==> src/rtl/reg_file.sv <==
// reg_file: 2**ADDR_WIDTH x DATA_WIDTH register file (RISC-V x0..x31 style).
// Two independent combinational read ports and one synchronous write port.
// x0 is hard-wired to zero. Reset asynchronously clears every register.
// There is no write-through bypass: a read of the address being written
// returns the old contents until the clock edge commits the write.
module reg_file #(
  parameter int DATA_WIDTH = 32,
  parameter int ADDR_WIDTH = 5
) (
  input  logic                  clk,
  input  logic                  rst,
  input  logic                  we,
  input  logic [ADDR_WIDTH-1:0] ra1,
  input  logic [ADDR_WIDTH-1:0] ra2,
  input  logic [ADDR_WIDTH-1:0] wa,
  input  logic [DATA_WIDTH-1:0] wd,
  output logic [DATA_WIDTH-1:0] rd1,
  output logic [DATA_WIDTH-1:0] rd2
);

  localparam int NUM_REGS = 2 ** ADDR_WIDTH;

  // Current contents of every register, x0 included, as seen by the read ports.
  logic [NUM_REGS-1:0][DATA_WIDTH-1:0] w_regs;

  // x0 has no storage; it always reads as zero.
  assign w_regs[0] = '0;

  genvar gi;
  generate
    for (gi = 1; gi < NUM_REGS; gi++) begin : g_reg
      logic [DATA_WIDTH-1:0] r_data;
      logic                  w_wr_en;

      assign w_wr_en = we && (wa == ADDR_WIDTH'(gi));

      // Register gi: cleared immediately on reset, loaded with wd when addressed.
      always_ff @(posedge clk or posedge rst) begin
        if (rst) begin
          r_data <= '0;
        end else if (w_wr_en) begin
          r_data <= wd;
        end
      end

      assign w_regs[gi] = r_data;
    end
  endgenerate

  // Independent combinational read ports.
  assign rd1 = w_regs[ra1];
  assign rd2 = w_regs[ra2];

endmodule

==> config.mk <==
export PLATFORM = sky130hd
export DESIGN_NAME = reg_file
export DESIGN_NICKNAME = d
export VERILOG_FILES = /design/src/rtl/reg_file.sv
export SDC_FILE = /design/constraint.sdc
export NUM_CORES = 2
export LEC_CHECK = 0
export ABC_CLOCK_PERIOD_IN_PS = 80100
export CAP_MARGIN = 10
export CELL_PAD_IN_SITES_DETAIL_PLACEMENT = 1
export CELL_PAD_IN_SITES_GLOBAL_PLACEMENT = 2
export CORE_MARGIN = 5
export CORE_UTILIZATION = 50
export DETAILED_ROUTE_END_ITERATION = 8
export GPL_TIMING_DRIVEN = 0
export PLACE_DENSITY_LB_ADDON = 0.1
export SLEW_MARGIN = 15
export SYNTH_ARGS = -nofsm -noshare
export SYNTH_HDL_FRONTEND = slang
export SYNTH_SLANG_ARGS = --single-unit
==> constraint.sdc <==
create_clock -name clk -period 80.1 [get_ports clk]
set_clock_uncertainty 0.2 [all_clocks]
set_input_delay 12.015 -clock clk [delete_from_list [all_inputs] [get_ports clk]]
set_output_delay 12.015 -clock clk [all_outputs]
set_load 0.02 [all_outputs]
==> images/congestion_map.png <==
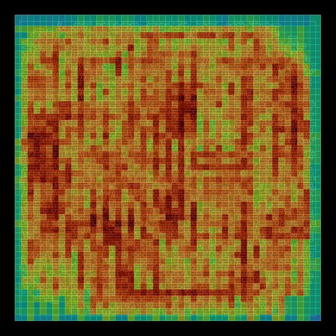
met2 usage: 0.586
GR Util met1: 0.487
GRT busiest layer: met2
Tot GR Track Use: 0.376
WL per Instance: 39.8 um

==> images/m4.png <==
Bar = 100 um.
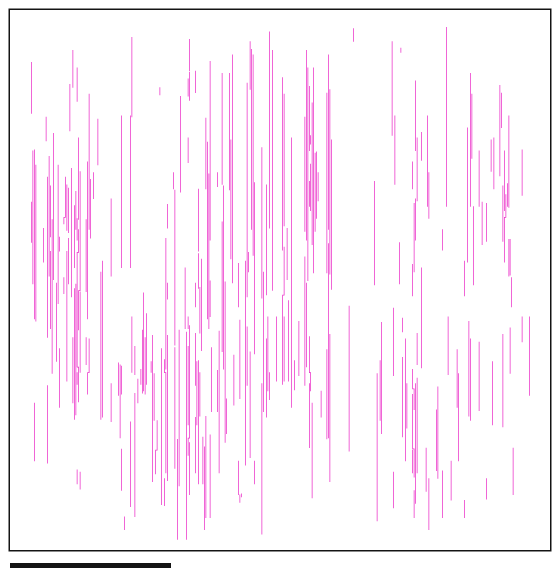
nets with wire on the layer: 171
main direction: vertical
share of all routed wire: 6.4%
longest straight run: 168 um

==> images/gates.png <==
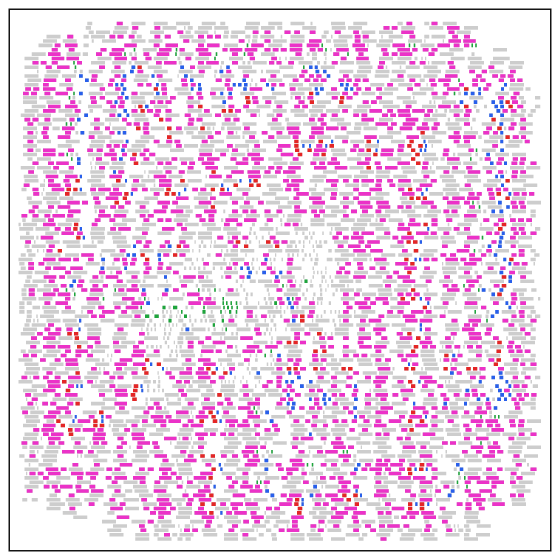
[blue] aoi and oai cells | cells: 256 | where: all over the die
[red] non-inverting ao/oa cells | cells: 192 | where: all over the die
[green] nand cells | cells: 92 | where: all over the die
[magenta] mux cells | cells: 1600 | where: all over the die

==> results.json <==
{
  "outcome": "complete, no violations",
  "grt_max_degree": 115,
  "r2r_slack_ps": 79060,
  "wl_met2_um": 98100,
  "synth_area_leader_cell": "dfrtp_1",
  "reg2reg_depth": 1,
  "syn-num-nets": 3686,
  "crit_path_max_incr_delay_ps": 950,
  "rsz0062_at_grt": "false",
  "drt-initial-drc-count": 3964,
  "clock_latency_ps": 710,
  "cts_resized": 0,
  "clkPwrFrac": 0.337,
  "combPwrFrac": 0.222,
  "cp_max_fo": 10,
  "drive_above_1_share": 0.451,
  "hold_viol": 0,
  "synth-edff-count": 0,
  "cts_tree": "done",
  "via_per_inst": 7.08,
  "syn2layout_area_growth_pct": 12.7,
  "cts_hold_buf": 0,
  "yosysWarnings": 0,
  "postSynthSeqShare": 0.467,
  "power_leakage_nw": 26.0,
  "synth-main-ff-cell": "dfrtp_1",
  "top_register": "g.r_data",
  "critPathSlowestCell": "clkbuf_1",
  "met3_length_um": 19100,
  "clk_pin_slew_worst_paths_ps": 50,
  "seq_power_share": 0.441,
  "fin_tns_setup_ps": 0,
  "die.size.y_um": 336,
  "path_cells": "clkdlybuf4s50_1, buf_2, buf_2, clkbuf_1, mux4_2, a22o_1, o21ai_1, o31ai_1, clkdlybuf4s50_1",
  "irDropWorstVdd_v": 0.0000188,
  "top_regs": "g.r_data (992)",
  "core_region_area_um2": 105000,
  "cp.arrival_ps": 16440,
  "p_int_mw": 1.09,
  "cap_violations": 0,
  "worstHoldPathCells": 1,
  "globalplace.congestion": 0.945,
  "fp.dieW_um": 336,
  "maxSlewViolCount": 0,
  "ys_ff": 992,
  "chipArea_um2": 113000,
  "clockBufferDepth": 3,
  "synthTopCellsByArea": "dfrtp_1, mux2_2, mux4_2",
  "rows": 119,
  "yosysChipArea_um2": 53200,
  "grt_overflow": 0,
  "drc": 0,
  "ys_cells": 3636,
  "critPathBufInv": 5,
  "top_cell_area_share": 0.467,
  "hold_class": "reg2reg",
  "port_buffers": 107,
  "whs_ps": 315,
  "ys_types": 30,
  "hp-start": "g_reg[28].r_data[2]",
  "fin_crit_ps": 28650,
  "grt_pass1_vias": 41086,
  "p_sw_frac": 0.294,
  "h-tree-depth": 3,
  "route.vias.total": 37911,
  "syn_avg_cell_area_um2": 14.6,
  "io_pins": 114,
  "period_used_share": 0.358,
  "powerDensity_nw_per_um2": 25.7,
  "whs_endpoint": "g_reg[28].r_data[2]",
  "largest_reg_flops": 992,
  "crit_family": "buffers and inverters",
  "layout.nets": 3918,
  "dp.final_hpwl_um": 147000,
  "root_buffer": "clkbuf_16",
  "critPathRequiredTime_ps": 67890,
  "yosys-top-cells-count": "mux2_2, dfrtp_1, mux4_2",
  "routed.top_layer": "met5",
  "worstSetupEndpointType": "output pin",
  "setup_violations": 0,
  "async_reset_ff_frac": 1.00,
  "p_total_mw": 1.54,
  "ant_nets": 0,
  "grt_first_pass_wirelength_um": 302000,
  "r2r_end": "g_reg[9].r_data[2]",
  "top_cell": "mux2_2",
  "crit_path_start_kind": "primary input",
  "antenna_found_initial": 1,
  "mappedNetlistArea_um2": 53200,
  "route.final.wire_length_um": 213000,
  "post-cts-setup-buffer-count": 0,
  "post_layout_nonfiller_instances": 5352,
  "met1Wirelength_um": 82200,
  "clkSinkCount": 992
}
==> images/layers.png <==
Only two layers are drawn.
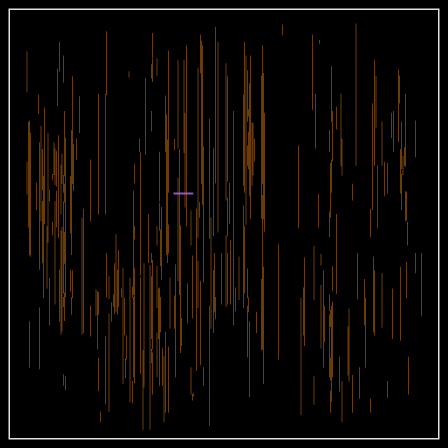
[purple] M5 | wire length: 13.8 um
[orange] M4 | wire length: 13600 um

==> images/sizing.png <==
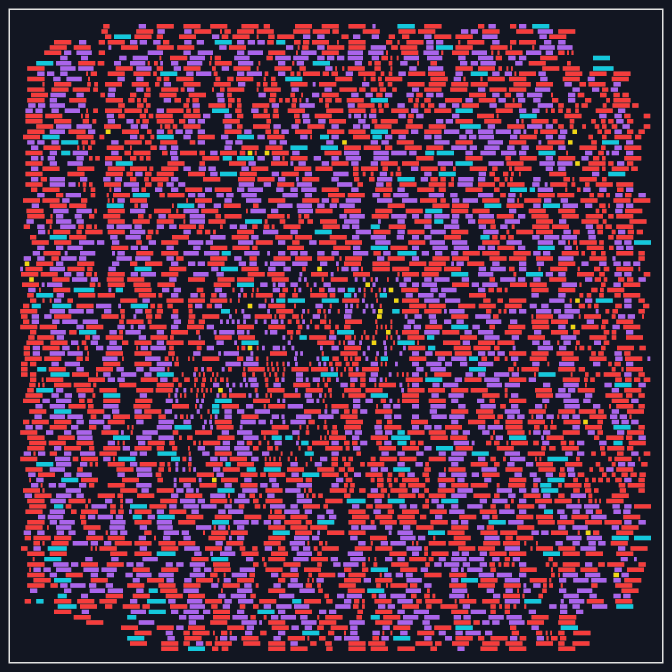
[yellow] x3 and x4 | cells: 26
[red] x1 and smaller | cells: 2173
[cyan] x6 and larger | cells: 176
[purple] x2 | cells: 1586

## routing by layer
metal,up-vias,GRT usage
met4,2,0.201
met5,-,0
met2,2170,0.586
li1,14538,-
met3,624,0.0983
met1,20577,0.487
## worst max-delay path by stage
stage,endpoint,cells past startpoint,from,slack (ps)
6_report,rd1[3],9,ra1[1],51450
5_1_grt,rd1[3],9,ra1[1],51510
3_3_place_gp,g_reg[4].r_data[14],2,rst,29730
4_1_cts,rd1[3],9,ra1[1],51590
3_5_place_dp,rd1[3],9,ra1[1],51660
2_1_floorplan,g_reg[10].r_data[0],1,rst,39980
## through the flow
stage                     instance area (um^2)  worst slack [ps]
after floorplan                          53200             39980
after global routing                     60000             51510
after CTS                                60000             51590
after detailed placement                 56300             51660
after global placement                   56000             29730
final                                    60000             51450
## logic make-up (layout without fill, tap and decap cells)
logic type | after synthesis | after routing | synth area share
buf+inv | 407 | 732 | 0.0358
simple gates | 189 | 189 | 0.0181
mux | 1600 | 1600 | 0.416
flops | 992 | 992 | 0.467
compound gates | 448 | 448 | 0.0632
## final cells by class
type / count / area, um^2
tap: 1391 / 1740
buffer: 404 / 1900
multi-input combinational: 2237 / 26500
inverter: 3 / 18.8
clock inverter: 38 / 323
clock buffer: 169 / 3340
fill: 9969 / 45400
sequential: 992 / 24800
timing repair buffer: 118 / 1360
## power groups by stage
stage / sequential [mW] / combinational [mW] / clock (mW)
after floorplan: 0.655 / 0.249 / 0
after detailed placement: 0.683 / 0.338 / 0
after CTS: 0.675 / 0.340 / 0.523
after global routing: 0.689 / 0.361 / 0.546
final: 0.680 / 0.343 / 0.520
after global placement: 0.673 / 0.323 / 0
No activity file was given, so power comes from the tool's default toggle rates.
